[src/rtl/fifo_pkg.sv]
// Shared defaults, occupancy type and threshold sanity check for the
// single-clock flagged FIFO.
package fifo_pkg;

  localparam int DEF_DATA_BITS = 49;
  localparam int DEF_DEPTH_PTR = 4;

  // Occupancy counter sized for the default depth (0..DEPTH inclusive).
  typedef logic [DEF_DEPTH_PTR:0] fifo_cnt_t;

  // True when both flag thresholds sit inside their usable ranges.
  function automatic bit thresholds_ok(input int depth_ptr, input int afull_th,
                                       input int aempty_th);
    int depth;
    depth = 1 << depth_ptr;
    return (afull_th >= 1) && (afull_th <= depth) &&
           (aempty_th >= 0) && (aempty_th <= depth - 1);
  endfunction

endpackage

[src/rtl/fifo_mem.sv]
// FIFO storage: synchronous write port, asynchronous read port, no reset.
module fifo_mem #(
  parameter int DATA_BITS = 49,
  parameter int ADDR_BITS = 4
) (
  input  logic                 clk,
  input  logic                 wr_en,
  input  logic [ADDR_BITS-1:0] w_addr,
  input  logic [DATA_BITS-1:0] w_data,
  input  logic [ADDR_BITS-1:0] r_addr,
  output logic [DATA_BITS-1:0] r_data
);

  logic [DATA_BITS-1:0] mem [2**ADDR_BITS];

  // Store the incoming word at the write address on an accepted write.
  always_ff @(posedge clk) begin
    if (wr_en) mem[w_addr] <= w_data;
  end

  assign r_data = mem[r_addr];

endmodule

[src/rtl/sync_fifo_flags.sv]
// Single-clock FIFO with occupancy count, programmable almost flags,
// flush, sticky overflow/underflow and a choice of FWFT or registered read.
module sync_fifo_flags
  import fifo_pkg::*;
#(
  parameter int FIFO_DATA_BITS = DEF_DATA_BITS,
  parameter int FIFO_DEPTH_PTR = DEF_DEPTH_PTR,
  parameter int AFULL_TH       = 12,
  parameter int AEMPTY_TH      = 2,
  parameter bit FWFT           = 1'b1
) (
  input  logic                      clk,
  input  logic                      rst,
  input  logic                      flush,
  input  logic                      wr_en,
  input  logic [FIFO_DATA_BITS-1:0] w_data,
  input  logic                      rd_en,
  output logic [FIFO_DATA_BITS-1:0] r_data,
  output logic                      r_valid,
  output logic                      not_empty,
  output logic                      not_full,
  output logic                      almost_full,
  output logic                      almost_empty,
  output logic [FIFO_DEPTH_PTR:0]   count,
  output logic                      overflow,
  output logic                      underflow
);

  localparam int DEPTH = 1 << FIFO_DEPTH_PTR;
  localparam logic [FIFO_DEPTH_PTR:0] DEPTH_CNT  = (FIFO_DEPTH_PTR+1)'(DEPTH);
  localparam logic [FIFO_DEPTH_PTR:0] AFULL_CNT  = (FIFO_DEPTH_PTR+1)'(AFULL_TH);
  localparam logic [FIFO_DEPTH_PTR:0] AEMPTY_CNT = (FIFO_DEPTH_PTR+1)'(AEMPTY_TH);

  if (!thresholds_ok(FIFO_DEPTH_PTR, AFULL_TH, AEMPTY_TH)) begin : g_bad_thresholds
    $error("sync_fifo_flags: AFULL_TH or AEMPTY_TH outside legal range");
  end

  logic [FIFO_DEPTH_PTR:0]   w_ptr_q, w_ptr_d;
  logic [FIFO_DEPTH_PTR:0]   r_ptr_q, r_ptr_d;
  logic [FIFO_DEPTH_PTR:0]   count_q, count_d;
  logic                      overflow_q, overflow_d;
  logic                      underflow_q, underflow_d;
  logic                      rd_acc, wr_acc;
  logic [FIFO_DATA_BITS-1:0] mem_rdata;

  assign not_empty    = (count_q != '0);
  assign not_full     = (count_q != DEPTH_CNT);
  assign almost_full  = (count_q >= AFULL_CNT);
  assign almost_empty = (count_q <= AEMPTY_CNT);
  assign count        = count_q;
  assign overflow     = overflow_q;
  assign underflow    = underflow_q;

  // A full FIFO still takes a write when a pop frees a slot in the same cycle.
  assign rd_acc = rd_en && not_empty;
  assign wr_acc = wr_en && (not_full || rd_acc);

  fifo_mem #(
    .DATA_BITS(FIFO_DATA_BITS),
    .ADDR_BITS(FIFO_DEPTH_PTR)
  ) u_mem (
    .clk   (clk),
    .wr_en (wr_acc && !flush),
    .w_addr(w_ptr_q[FIFO_DEPTH_PTR-1:0]),
    .w_data(w_data),
    .r_addr(r_ptr_q[FIFO_DEPTH_PTR-1:0]),
    .r_data(mem_rdata)
  );

  // Next pointers, occupancy and sticky errors; flush overrides any transfer.
  always_comb begin
    w_ptr_d     = w_ptr_q;
    r_ptr_d     = r_ptr_q;
    count_d     = count_q;
    overflow_d  = overflow_q;
    underflow_d = underflow_q;
    if (flush) begin
      w_ptr_d     = '0;
      r_ptr_d     = '0;
      count_d     = '0;
      overflow_d  = 1'b0;
      underflow_d = 1'b0;
    end else begin
      if (wr_acc) w_ptr_d = w_ptr_q + 1'b1;
      if (rd_acc) r_ptr_d = r_ptr_q + 1'b1;
      if (wr_acc && !rd_acc)      count_d = count_q + 1'b1;
      else if (rd_acc && !wr_acc) count_d = count_q - 1'b1;
      if (wr_en && !wr_acc)       overflow_d  = 1'b1;
      if (rd_en && !not_empty)    underflow_d = 1'b1;
    end
  end

  // Pointer, count and error state registers.
  always_ff @(posedge clk or posedge rst) begin
    if (rst) begin
      w_ptr_q     <= '0;
      r_ptr_q     <= '0;
      count_q     <= '0;
      overflow_q  <= 1'b0;
      underflow_q <= 1'b0;
    end else begin
      w_ptr_q     <= w_ptr_d;
      r_ptr_q     <= r_ptr_d;
      count_q     <= count_d;
      overflow_q  <= overflow_d;
      underflow_q <= underflow_d;
    end
  end

  if (FWFT) begin : g_fwft
    assign r_data  = not_empty ? mem_rdata : '0;
    assign r_valid = not_empty;
  end else begin : g_registered
    logic [FIFO_DATA_BITS-1:0] r_data_q, r_data_d;
    logic                      r_valid_q, r_valid_d;

    // Capture the head on a pop; data holds otherwise, valid is a one-cycle pulse.
    always_comb begin
      r_data_d  = r_data_q;
      r_valid_d = 1'b0;
      if (!flush && rd_acc) begin
        r_data_d  = mem_rdata;
        r_valid_d = 1'b1;
      end
    end

    // Registered read output stage.
    always_ff @(posedge clk or posedge rst) begin
      if (rst) begin
        r_data_q  <= '0;
        r_valid_q <= 1'b0;
      end else begin
        r_data_q  <= r_data_d;
        r_valid_q <= r_valid_d;
      end
    end

    assign r_data  = r_data_q;
    assign r_valid = r_valid_q;
  end

endmodule

[config.mk]
export PLATFORM = sky130hd
export DESIGN_NAME = sync_fifo_flags
export DESIGN_NICKNAME = d
export VERILOG_FILES = /design/src/rtl/fifo_pkg.sv /design/src/rtl/fifo_mem.sv /design/src/rtl/sync_fifo_flags.sv
export SDC_FILE = /design/constraint.sdc
export NUM_CORES = 1
export LEC_CHECK = 0
export CAP_MARGIN = 25
export CELL_PAD_IN_SITES_DETAIL_PLACEMENT = 0
export CELL_PAD_IN_SITES_GLOBAL_PLACEMENT = 1
export CORE_AREA = 4 4 283 285
export CTS_BUF_LIST = sky130_fd_sc_hd__clkbuf_8
export CTS_CLUSTER_SIZE = 28
export DETAILED_ROUTE_END_ITERATION = 10
export DIE_AREA = 0 0 287 289
export HOLD_SLACK_MARGIN = 0.06
export PLACE_DENSITY = 0.71
export SYNTH_ARGS = -nofsm -noshare
export SYNTH_HDL_FRONTEND = slang
export SYNTH_HIERARCHICAL = 1
export SYNTH_SLANG_ARGS = --single-unit
[constraint.sdc]
create_clock -name clk -period 5.1 [get_ports clk]
set_clock_uncertainty 0.05 [all_clocks]
set_input_delay 1.02 -clock clk [delete_from_list [all_inputs] [get_ports clk]]
set_output_delay 1.02 -clock clk [all_outputs]
set_load 0.02 [all_outputs]
Fig. 1: run 1, routed clock nets over the placement
Bar = 100 um.
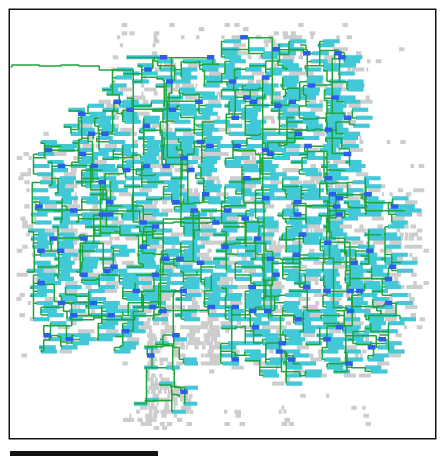
[flip-flops] cyan | count: 799
[clock wires] green | length: 9360 um
[clock-net drivers] blue | count: 130
routed clock nets: 131

Fig. 2: run 1, sequential cells coloured by netlist name
Other sequential cells in the stronger grey, the rest of the logic in the fainter grey.
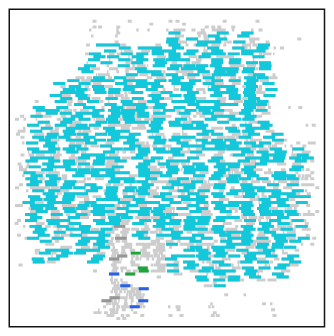
[w_ptr_q] green | placed flops: 4 | where: bottom centre
[u_mem/mem] cyan | placed flops: 784
[count] blue | placed flops: 5 | where: bottom centre
not coloured: 6
Final Util: 46.43%
flop share of the area: 66.63%
Seq. pwr: 0.00747 W
Register Area: 0.02393 sq mm

Fig. 3: run 1, I/O pins on the die edge
Pins as bars across the die edge, other pins in grey.
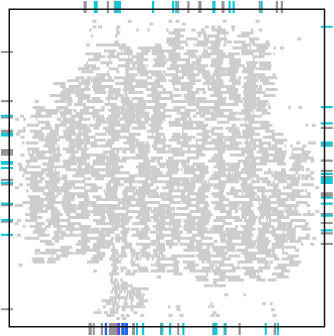
[not_full] magenta | pins: 1 | direction: output | edge: bottom
[r_data] cyan | pins: 49 | direction: output | edge: 14 top, 14 right, 11 bottom, 10 left
[count] blue | pins: 5 | direction: output | edge: bottom
Die H: 289 um
Die X: 287 um
Port Buffers: 114

Fig. 4: run 1, signal wires by layer
Bar = 100 um.
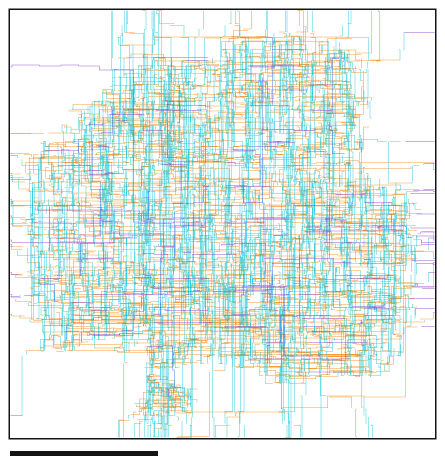
[M4] blue | wire length: 1310 um
[M2] cyan | wire length: 35.2 mm
[M1] orange | wire length: 28.6 mm
[M3] purple | wire length: 3870 um
Wirelength per Cell: 25.36 um
Vias: 14781
Total Routing Usage GR: 16.93%
WL final: 68990 um

==> results.py, run 1 <==
# Flow results
metrics = {
    "global_route": {
        "grt_util_met3_pct": 3.399,
        "grt_pass1_wl_um": 103200,
        "grt_most_used_layer": "met2",
        "grtUsageMet1_pct": 22.38,
        "gr-usage-met2_pct": 28.47,
        "grt_overflow_total": 0,
    },
    "setup_path": {
        "endpoint_kind": "output port",
        "critPathKind": "flop to output port",
        "critical_path.startpoint": "r_ptr_q[0]",
        "crit_fanout": 34,
        "startpoint_type": "flop",
        "slowest_stage": "dfrtp_4",
        "crit_chain": "buf_12, mux4_2, a22oi_1, nand2_1, and2_1, clkdlybuf4s50_1",
        "cp.arrival_ns": 3.66,
        "worst-r2r-cell-count": 6,
        "endpoint": "r_data[31]",
        "r2r_slack_ns": 1.89,
        "critical_path.reg2reg.startpoint": "count[0]",
        "r2r_end": "u_mem/mem[3][35]",
    },
    "logic_synthesis": {
        "ys_area_sq_mm": 0.03071,
        "synth_top_flop_cell": "edfxtp_1",
        "logic_family": "multiplexers",
        "top_cells_by_area": "edfxtp_1, mux4_2, a22oi_1",
        "fp_nets": 1437,
        "ys_sh_aoi_pct": 3.088,
        "synth-xor-area-share_pct": 0.1711,
        "ys_cells": 1376,
        "yosys_warnings": 6,
        "edf_count": 784,
        "postSynthSeqShare_pct": 77.88,
        "syn_inst": 1376,
        "synth_area_sq_mm": 0.03071,
        "synth.distinct_cells": 47,
        "fa_ha_area_share_pct": 0.3096,
        "syn_avg_cell_area_sq_um": 22.32,
        "top_area_cell": "edfxtp_1",
        "ys_ff": 799,
    },
    "final_timing": {
        "rsz0062_at_grt": "no",
        "holdWs_ns": 0.4602,
        "slew_viol_final": 0,
        "worstMarginPinSlew_ns": 1.116,
        "timing.fmax_ghz": 0.2113,
        "worst_slack_ns": 0.3671,
        "tns_ns": 0,
        "relSlewSlack_pct": 25.41,
        "setup_viol": 0,
        "final-hold-violation-count": 0,
    },
    "layout": {
        "final_common_cell": "edfxtp_1",
        "nets": 1646,
        "areaGrowthSynthToFinish_pct": 16.92,
        "fillers": 6455,
        "fin_area_sq_mm": 0.03591,
        "lay_top_cells": "edfxtp_1, mux4_2, clkbuf_8, clkdlybuf4s50_1, a22oi_1",
    },
    "pwr": {
        "p_per_area_mw_per_mm2": 462.9,
        "seqPwrFrac_pct": 45.0,
        "ir_drop_uv": 317.8,
        "intPower_w": 0.01200,
        "p_total_w": 0.01662,
    },
    "cts": {
        "clockRootBuffer": "clkbuf_8",
        "clk_pin_slew_ns": 0.06,
        "ctsResizeCount": 0,
        "cts_tree": "built",
        "cts_buffer_depth": 3,
        "htree_levels": 4,
        "clock_sinks": 799,
        "numCtsBuffers": 130,
        "clock_latency_ns": 0.77,
        "post_cts_buffers": 0,
        "ctsHoldBuffers": 0,
    },
    "die": {
        "die-area_sq_mm": 0.08294,
        "fp-utilization_pct": 39.71,
        "boundaryPins": 115,
        "num_rows": 102,
    },
    "detailed_routing": {
        "viasPerCell": 5.434,
        "post-route-drc-count": 0,
        "dr.pass1.iters": 5,
        "top_layer": "met4",
        "wl_met3_um": 3871,
        "m1WireLength_um": 28560,
    },
    "place": {
        "pre_cts_slack_ns": 1.021,
        "post_dp_cell_area_sq_mm": 0.03360,
        "hpwl_um": 35180,
    },
    "min_path": {
        "whs_endpoint": "overflow",
        "min_from": "overflow",
        "hold_class": "flop to flop",
        "min_path_cells": 2,
    },
    "status": {
        "outcome": "complete, no violations",
    },
    "job": {
        "maxCapViolations": 0,
    },
}
[run 1: synth_stat cells (2+ instances only)]
cell	number
buf_4	10
ha_1	6
a21o_1	2
mux2i_1	3
buf_1	2
o21a_1	2
nand3_1	5
buf_2	14
buf_6	8
edfxtp_1	784
inv_1	2
nor3_1	5
xor2_1	6
o211ai_1	3
o21ai_0	2
nand2b_1	4
dfrtp_1	15
mux4_2	196
a22oi_1	98
and2_1	51
o21ai_4	2
clkbuf_1	42
a2111oi_0	2
nand3b_1	2
nand4b_1	2
nor2_1	26
a21oi_1	5
nor2b_1	6
nand2_1	53
[run 1: area by class of cell]
cell class              count  area, sq um  share of cell area, %
diodes                      2        5.005                0.01394
clock buffers             134         1844                  5.136
clock inverters            91        432.9                  1.206
inverters                   3        11.26                0.03136
multi-input cells         498         6540                  18.21
flip-flops and latches    799        23930                  66.63
well taps                1040         1301                  3.624
repair buffers            153         1847                  5.143
[run 1: worst max-delay path: cells and delay by family, from the launching register on]
family	cells	cell delay, ns
buffers and inverters	2	0.89
DFF	1	0.83
muxes	1	0.55
AOI/OAI and AO/OA	1	0.30
and+or+nand+nor	2	0.26
[run 1: power groups by stage]
stage	Sequential [W]	Clock [W]	Combinational [W]
6_report	0.00747	0.00490	0.00425
3_5_place_dp	0.00761	0	0.00434
5_1_grt	0.00749	0.00536	0.00460
4_1_cts	0.00748	0.00505	0.00436
2_1_floorplan	0.00753	0	0.00296
3_3_place_gp	0.00760	0	0.00430
[run 1: registers in the layout (all words and copies together) (netlist names)]
| name | cells |
|---|---|
| count | 5 |
| r_ptr_q | 4 |
| w_ptr_q | 4 |
| u_mem/mem | 784 |
| overflow | 1 |
| underflow | 1 |
==> run 2, diff against run 1 <==
CORE_AREA = 4 4 270 298   (was 4 4 283 285)
DIE_AREA = 0 0 274 302   (was 0 0 287 289)
PLACE_DENSITY = 0.72   (was 0.71)
==> results.py, run 2 <==
# Flow results
metrics = {
    "logic_synthesis": {
        "yosysMostFrequentCell": "edfxtp_1",
        "edf_count": 784,
        "common_cells": "edfxtp_1, mux4_2, a22oi_1, nand2_1, and2_1",
        "syn_inst": 1376,
        "top_area_cell": "edfxtp_1",
        "syn_avg_cell_area_sq_um": 22.32,
        "ys_cells": 1376,
        "fp_nets": 1437,
        "postSynthSeqShare_pct": 77.88,
        "synth_top_flop_cell": "edfxtp_1",
        "ys_ff": 799,
        "yosys_warnings": 6,
    },
    "final_timing": {
        "final-hold-violation-count": 0,
        "setup_viol": 0,
        "worstMarginPinSlew_ns": 0.8581,
        "relSlewSlack_pct": 42.67,
        "worst_slack_ns": 0.4613,
        "holdWs_ns": 0.4611,
        "tns_ns": 0,
        "rsz0062_at_grt": "no",
    },
    "die": {
        "num_rows": 107,
        "die_h_um": 302,
        "fp-utilization_pct": 39.76,
        "boundaryPins": 115,
        "die-area_sq_mm": 0.08275,
    },
    "setup_path": {
        "worst-r2r-cell-count": 6,
        "critical_path.reg2reg.startpoint": "count[0]",
        "r2r_slack_ns": 2.02,
        "slowest_stage": "buf_4",
        "endpoint_kind": "output port",
        "startpoint_type": "flop",
        "endpoint": "r_data[18]",
        "cp.arrival_ns": 3.57,
        "r2r_end": "u_mem/mem[2][3]",
        "crit_chain": "buf_4, mux4_2, a22oi_1, nand2_1, and2_1, clkdlybuf4s50_1",
        "critPathKind": "flop to output port",
    },
    "pwr": {
        "p_per_area_mw_per_mm2": 459.3,
        "p_total_w": 0.01645,
    },
    "global_route": {
        "track_usage_pct": 16.81,
        "grt_pass1_wl_um": 103100,
    },
    "cts": {
        "htree_levels": 3,
        "post_cts_buffers": 0,
        "ctsHoldBuffers": 0,
        "ctsResizeCount": 0,
        "clockRootBuffer": "clkbuf_8",
        "clk_pin_slew_ns": 0.06,
        "cts_buffer_depth": 3,
        "cts_tree": "built",
    },
    "layout": {
        "fin_area_sq_mm": 0.03582,
        "fillers": 6416,
        "nets": 1644,
        "final_core_util_pct": 46.37,
        "lay_top_cells": "edfxtp_1, mux4_2, clkbuf_8, clkdlybuf4s50_1, a22oi_1",
        "largest-register": "u_mem/mem",
        "final_common_cell": "edfxtp_1",
        "areaGrowthSynthToFinish_pct": 16.64,
        "largest_register_ff_count": 784,
    },
    "min_path": {
        "hold_class": "flop to flop",
    },
    "place": {
        "pre_cts_slack_ns": 1.094,
    },
    "detailed_routing": {
        "drt_wl_total_um": 68670,
    },
    "status": {
        "outcome": "complete, no violations",
    },
}
==> run 2: cell counts after synthesis <==
No cell type changed its count.
==> run 2: logic make-up after synthesis <==
logic type / Yosys count / share of synthesized area [%]
XOR/XNOR: 6 / 0.1711
AND-OR/OR-AND: 124 / 3.088
buffers and inverters: 79 / 1.340
multiplexers: 200 / 14.52
flip-flops: 799 / 77.88
AND/OR/NAND/NOR: 161 / 2.689
adder cells (fa/ha/maj): 7 / 0.3096
==> run 2: how the worst min path moves through the flow <==
stage	start	endpoint	slack (ns)	cells after the start
after global routing	overflow	overflow	0.49	2
after global placement	overflow	overflow	0.43	2
after floorplan	r_ptr_q[1]	r_ptr_q[1]	0.48	2
final	overflow	overflow	0.46	2
after detailed placement	overflow	overflow	0.45	2
after CTS	overflow	overflow	0.47	2
==> run 2: cell type report <==
class                           count  area [sq um]  share of cell area, %
Multi-Input combinational cell    498          6540                  18.26
Timing Repair Buffer              162          1839                  5.134
Clock inverter                     99         541.8                  1.512
Tap cell                         1035          1295                  3.615
Inverter                            3         11.26                0.03144
Sequential cell                   799         23930                  66.79
Clock buffer                      120          1652                  4.611
Antenna cell                        7         17.52                0.04890
==> run 2: where the power goes <==
part,switching (W),internal (W)
logic,0.00210,0.00213
registers,0.000110,0.00732
clock network,0.00238,0.00240
==> run 2: layer usage <==
layer	GRT usage [%]	vias to the layer above	share of wire, %
li1	-	6251	-
met1	22.61	7839	41
met2	28.12	474	51
met3	3.332	104	6.3
met4	4.903	2	1.9
met5	0	-	0.019
==> run 2: critical path, delay by kind of cell, from the launching register on <==
| family | cells | cell delay (ns) |
|---|---|---|
| buffers and inverters | 2 | 1.12 |
| DFF | 1 | 0.56 |
| and+or+nand+nor | 2 | 0.32 |
| AOI/OAI and AO/OA | 1 | 0.27 |
| muxes | 1 | 0.58 |
Fig. 5: run 2, clock wiring as the flow saved it
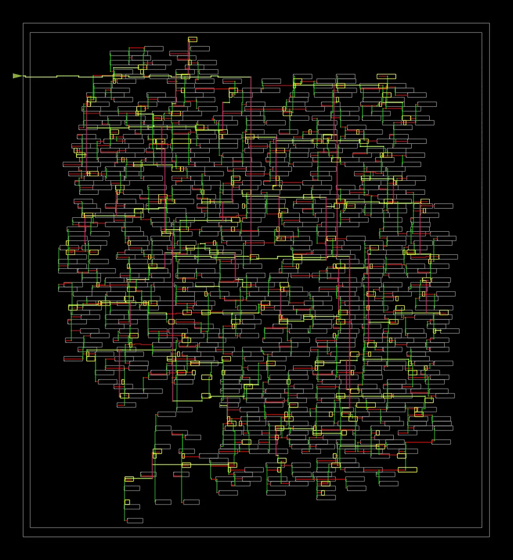
clock latency at the later pin of the worst-skew pair: 0.70 ns
Clock Sinks: 799
clock buffer count from CTS: 119

Fig. 6: run 2, I/O pins on the die edge
Pins as bars across the die edge, other pins in grey.
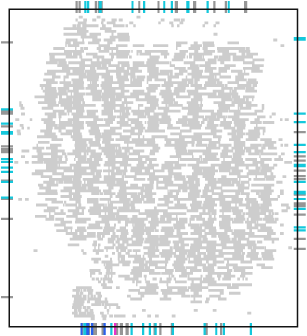
[r_data] cyan | pins: 49 | direction: output | edge: 15 right, 12 bottom, 12 top, 10 left
[not_full] magenta | pins: 1 | direction: output | edge: bottom
[count] blue | pins: 5 | direction: output | edge: bottom
all pins by edge: 37 bottom, 28 right, 27 top, 23 left

Power figures rest on the tool's default switching activity, not on a simulated workload.
